### config.mk
export PLATFORM = sky130hd
export DESIGN_NAME = sram_wrapper
export DESIGN_NICKNAME = d
export VERILOG_FILES = /design/src/rtl/sram_wrapper_pkg.sv /design/src/rtl/sram_wrapper.sv
export SDC_FILE = /design/constraint.sdc
export NUM_CORES = 1
export LEC_CHECK = 0
export ABC_AREA = 1
export CAP_MARGIN = 5
export CORE_AREA = 2 2 110 112
export CTS_BUF_LIST = sky130_fd_sc_hd__clkbuf_8
export DETAILED_ROUTE_END_ITERATION = 12
export DIE_AREA = 0 0 112 114
export PLACE_DENSITY_LB_ADDON = 0.3
export SYNTH_ARGS = -nofsm -noshare
export SYNTH_HDL_FRONTEND = slang
export SYNTH_SLANG_ARGS = --single-unit
### constraint.sdc
create_clock -name clk -period 3.1 [get_ports clk]
set_input_delay 0.62 -clock clk [delete_from_list [all_inputs] [get_ports clk]]
set_output_delay 0.62 -clock clk [all_outputs]
set_load 0.1 [all_outputs]
### src/rtl/sram_wrapper_pkg.sv
// rtl/sram_wrapper_pkg.sv - shared AXI widths, wrapper state enum and response codes
`ifndef AXI_IDS_BITS
`define AXI_IDS_BITS 8
`endif

package sram_wrapper_pkg;

    localparam int AXI_DATA_BITS  = 32;
    localparam int SRAM_ADDR_BITS = 14;

    typedef enum logic [2:0] {
        IDLE,
        R_FETCH,
        R_DATA,
        W_DATA,
        W_RESP
    } sram_state_e;

    localparam logic [1:0] RESP_OKAY   = 2'b00;
    localparam logic [1:0] RESP_SLVERR = 2'b10;

endpackage

### src/rtl/sram_wrapper.sv
// rtl/sram_wrapper.sv - AXI slave front end for a single-port 16K x 32 SRAM macro
`ifndef AXI_IDS_BITS
`define AXI_IDS_BITS 8
`endif

module sram_wrapper
    import sram_wrapper_pkg::*;
(
    input  logic                      clk,
    input  logic                      rst,
    input  logic [`AXI_IDS_BITS-1:0]  ARID_S,
    input  logic [31:0]               ARADDR_S,
    input  logic [3:0]                ARLEN_S,
    input  logic [2:0]                ARSIZE_S,
    input  logic [1:0]                ARBURST_S,
    input  logic                      ARVALID_S,
    output logic                      ARREADY_S,
    output logic [`AXI_IDS_BITS-1:0]  RID_S,
    output logic [31:0]               RDATA_S,
    output logic [1:0]                RRESP_S,
    output logic                      RLAST_S,
    output logic                      RVALID_S,
    input  logic                      RREADY_S,
    input  logic [`AXI_IDS_BITS-1:0]  AWID_S,
    input  logic [31:0]               AWADDR_S,
    input  logic [3:0]                AWLEN_S,
    input  logic [2:0]                AWSIZE_S,
    input  logic [1:0]                AWBURST_S,
    input  logic                      AWVALID_S,
    output logic                      AWREADY_S,
    input  logic [31:0]               WDATA_S,
    input  logic [3:0]                WSTRB_S,
    input  logic                      WLAST_S,
    input  logic                      WVALID_S,
    output logic                      WREADY_S,
    output logic [`AXI_IDS_BITS-1:0]  BID_S,
    output logic [1:0]                BRESP_S,
    output logic                      BVALID_S,
    input  logic                      BREADY_S,
    output logic                      CEB,
    output logic                      OEB,
    output logic [3:0]                WEB,
    output logic [13:0]               A,
    output logic [31:0]               DI,
    input  logic [31:0]               DO
);

    sram_state_e                     state_q, state_d;
    logic [`AXI_IDS_BITS-1:0]        id_q, id_d;
    logic [SRAM_ADDR_BITS-1:0]       addr_q, addr_d;
    logic [3:0]                      len_q, len_d;
    logic [3:0]                      cnt_q, cnt_d;
    logic [AXI_DATA_BITS-1:0]        rdata_q, rdata_d;
    logic                            rvalid_q, rvalid_d;
    logic [1:0]                      bresp_q, bresp_d;

    // Size, burst type and upper address bits carry no meaning for this memory.
    logic unused_inputs;
    assign unused_inputs = ^{ARSIZE_S, ARBURST_S, AWSIZE_S, AWBURST_S,
                             ARADDR_S[31:16], ARADDR_S[1:0],
                             AWADDR_S[31:16], AWADDR_S[1:0]};

    always_comb begin
        state_d  = state_q;
        id_d     = id_q;
        addr_d   = addr_q;
        len_d    = len_q;
        cnt_d    = cnt_q;
        rdata_d  = rdata_q;
        rvalid_d = rvalid_q;
        bresp_d  = bresp_q;
        case (state_q)
            IDLE: begin
                if (AWVALID_S) begin
                    id_d    = AWID_S;
                    addr_d  = AWADDR_S[15:2];
                    len_d   = AWLEN_S;
                    cnt_d   = 4'd0;
                    state_d = W_DATA;
                end else if (ARVALID_S) begin
                    id_d    = ARID_S;
                    addr_d  = ARADDR_S[15:2];
                    len_d   = ARLEN_S;
                    cnt_d   = 4'd0;
                    state_d = R_FETCH;
                end
            end
            R_FETCH: state_d = R_DATA;
            R_DATA: begin
                // First cycle waits for the macro output, then the beat is held until accepted.
                if (!rvalid_q) begin
                    rdata_d  = DO;
                    rvalid_d = 1'b1;
                end else if (RREADY_S) begin
                    rvalid_d = 1'b0;
                    if (cnt_q == len_q) begin
                        state_d = IDLE;
                    end else begin
                        addr_d  = addr_q + 14'd1;
                        cnt_d   = cnt_q + 4'd1;
                        state_d = R_FETCH;
                    end
                end
            end
            W_DATA: begin
                if (WVALID_S) begin
                    addr_d = addr_q + 14'd1;
                    cnt_d  = cnt_q + 4'd1;
                    if (WLAST_S) begin
                        bresp_d = (cnt_q == len_q) ? RESP_OKAY : RESP_SLVERR;
                        state_d = W_RESP;
                    end
                end
            end
            W_RESP: begin
                if (BREADY_S) begin
                    state_d = IDLE;
                end
            end
            default: state_d = IDLE;
        endcase
    end

    always_ff @(posedge clk or negedge rst) begin
        if (!rst) begin
            state_q  <= IDLE;
            id_q     <= '0;
            addr_q   <= '0;
            len_q    <= '0;
            cnt_q    <= '0;
            rdata_q  <= '0;
            rvalid_q <= 1'b0;
            bresp_q  <= RESP_OKAY;
        end else begin
            state_q  <= state_d;
            id_q     <= id_d;
            addr_q   <= addr_d;
            len_q    <= len_d;
            cnt_q    <= cnt_d;
            rdata_q  <= rdata_d;
            rvalid_q <= rvalid_d;
            bresp_q  <= bresp_d;
        end
    end

    assign AWREADY_S = (state_q == IDLE);
    assign ARREADY_S = (state_q == IDLE) && !AWVALID_S;
    assign WREADY_S  = (state_q == W_DATA);
    assign BVALID_S  = (state_q == W_RESP);
    assign BID_S     = id_q;
    assign BRESP_S   = bresp_q;
    assign RVALID_S  = rvalid_q;
    assign RDATA_S   = rdata_q;
    assign RID_S     = id_q;
    assign RRESP_S   = RESP_OKAY;
    assign RLAST_S   = rvalid_q && (cnt_q == len_q);

    // Macro strobes are combinational so a write beat lands in its handshake cycle.
    always_comb begin
        CEB = 1'b1;
        OEB = 1'b1;
        WEB = 4'hF;
        A   = addr_q;
        DI  = '0;
        if (state_q == R_FETCH) begin
            CEB = 1'b0;
            OEB = 1'b0;
        end else if ((state_q == W_DATA) && WVALID_S) begin
            CEB = 1'b0;
            WEB = ~WSTRB_S;
            DI  = WDATA_S;
        end
    end

endmodule

==> Changelog: implementation <==
### Implementation results

* PnR worst setup slack at roughly 0.54 ns
* CP top delay family: simple AND/OR/NAND/NOR gates
* RSZ-0062 raised after global routing: false
* Max Clock Skew at 0.00730 ns
* Post-CTS Setup Inserts at 0
* Initial antenna violation count at 1
* Fa+ha+maj area frac at 0.00655
* Crit path launch type: flip-flop
* Worst min-delay path category: primary input to asynchronous set/reset pin
* Most numerous cell in the Yosys netlist: nand2_1
* Largest net degree at the start of global routing at 39
* Worst slew pin tran at 0.723 ns
* Cells in synth_stat.txt at a little under 500
* Pins Over Slew Limit at 0
* Die H at about 110 microns
* Largest area class, layout: buffers
* DRC Markers at 0
* Max Cap Viol at 0
* Number of flip-flops in the largest register at 32
* Final Net Count at a little under 900
* Synth mux share at 0.0943
* Post-Synthesis Cells at between 400 and 500
* CTS tree: done
* Post-synth top area cell: dfrtp_1
* Clock sinks at around 67
* Cycle use final at 0.826
* XORs/XNORs by Area at 0.0138
* Hold-fix buffers, CTS at 0
* Nonclk buf count at ~240
* Syn. warnings at 0
* Inverters at around 55
* CP max-delay cell: dfrtp_1
* DR WL met2 at approximately 6500 microns
* Met3 wire len at between 1000 and 1500 microns
* WP data arrival at around 1.9 ns
* MI comb cells at about 330
* Placer Congestion at approximately 0.84
* Final setup viols at 0
* Drt pass-1 iters at 4
* Synth flops at 67
* Top Metal Used: met4
* Average cell area after synthesis at 7.91 sq um
* Cell Area, Synth at 3820 sq um
* Share of layout cells above drive strength 1 at 0.296
* Minimum clock period at between 2 and 3 ns
* Vias per cell at between 4 and 5
* Highest-count logic cell in the final layout: clkdlybuf4s50_1
* Longest Clk Path Bufs at 2
* DRT iter0 DRCs at 172
* Num CTS Buffers at 9
* Max Fclk at 0.390 GHz
* Most frequent cells in the layout: clkdlybuf4s50_1 (126), nand2_1 (97), buf_4 (73)
* Status: finished, final reports clean
* Cell area after placement at 6540 sq um
* Crit Path Max Fanout at 32
* Met1 wire length at ~4300 microns
* Final hold slack at around 0.33 ns
* Post-DP HPWL at ~9700 microns
* Die width at between 100 and 150 microns
* Req. time, crit path at approximately 2.5 ns
* Nature of the critical path endpoint: output port
* Core box area at around 12000 sq um
* WL per Instance at around 14 microns
* Post-CTS Resized at 0
* Crit path cell chain: inv_1 -> nand2_2 -> nor2_4 -> nand2_2 -> buf_12 -> nor2_2 -> buf_12
* Critical path type: flip-flop to output port
* CTS Root Cell: clkbuf_8
* I/O Buffers at 234
* Yosys aoi share at 0.0940
* Placed cell count at 841
* H-tree depth at 3
* Dominant register cell: dfrtp_1
* Met2 Usage GRT at 0.353
* Area leader share at 0.439
* Number of diodes at 1
-- final timing paths --
check | startpoint | endpoint | slack, ns | cells after the start
setup / recovery | state_q[2]$_DFFE_PN0P_ | DI[7] | 0.54 | 7
hold / removal | rst | A[6]$_DFFE_PN0P_ | 0.33 | 1
setup reg to reg | state_q[0]$_DFFE_PN0P_ | A[12]$_DFFE_PN0P_ | 0.99 | 7
hold reg to reg | RDATA_S[17]$_DFFE_PN0P_ | RDATA_S[17]$_DFFE_PN0P_ | 0.51 | 1
max in group asynchronous | rst | RDATA_S[30]$_DFFE_PN0P_ | 2.12 | 2
min in group clk | RDATA_S[17]$_DFFE_PN0P_ | RDATA_S[17]$_DFFE_PN0P_ | 0.51 | 1
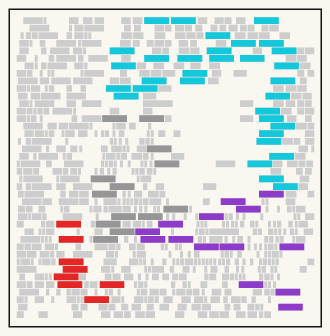
(images/registers.png)
Other sequential cells in the stronger gray, the rest of the logic in the fainter gray.
Cyan is RDATA_S, placed flops 32. Purple is A, placed flops 14. Red is BID_S, placed flops 8, where lower left.
post-layout util: 0.580
sequential cell area share: 0.247
Sequential Area: 1680 sq um

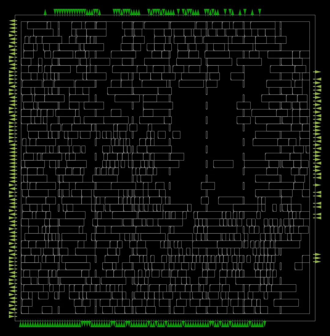
(images/final_placement.png)
tap cells: 147
Fill cells: 1056
flop count: 67
num rows: 40
post-route insts no fill: 858

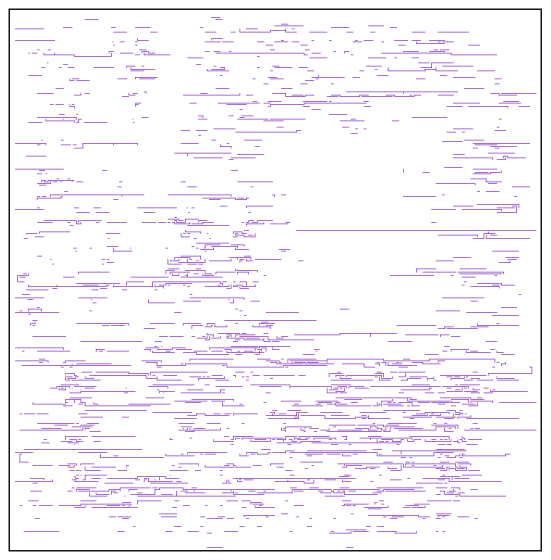
(images/met1.png)
The wires run mostly horizontal. 689 nets have wire on it.
routed via count: 4031
met1 GRT Util: 0.200
final wirelength: 12000 microns

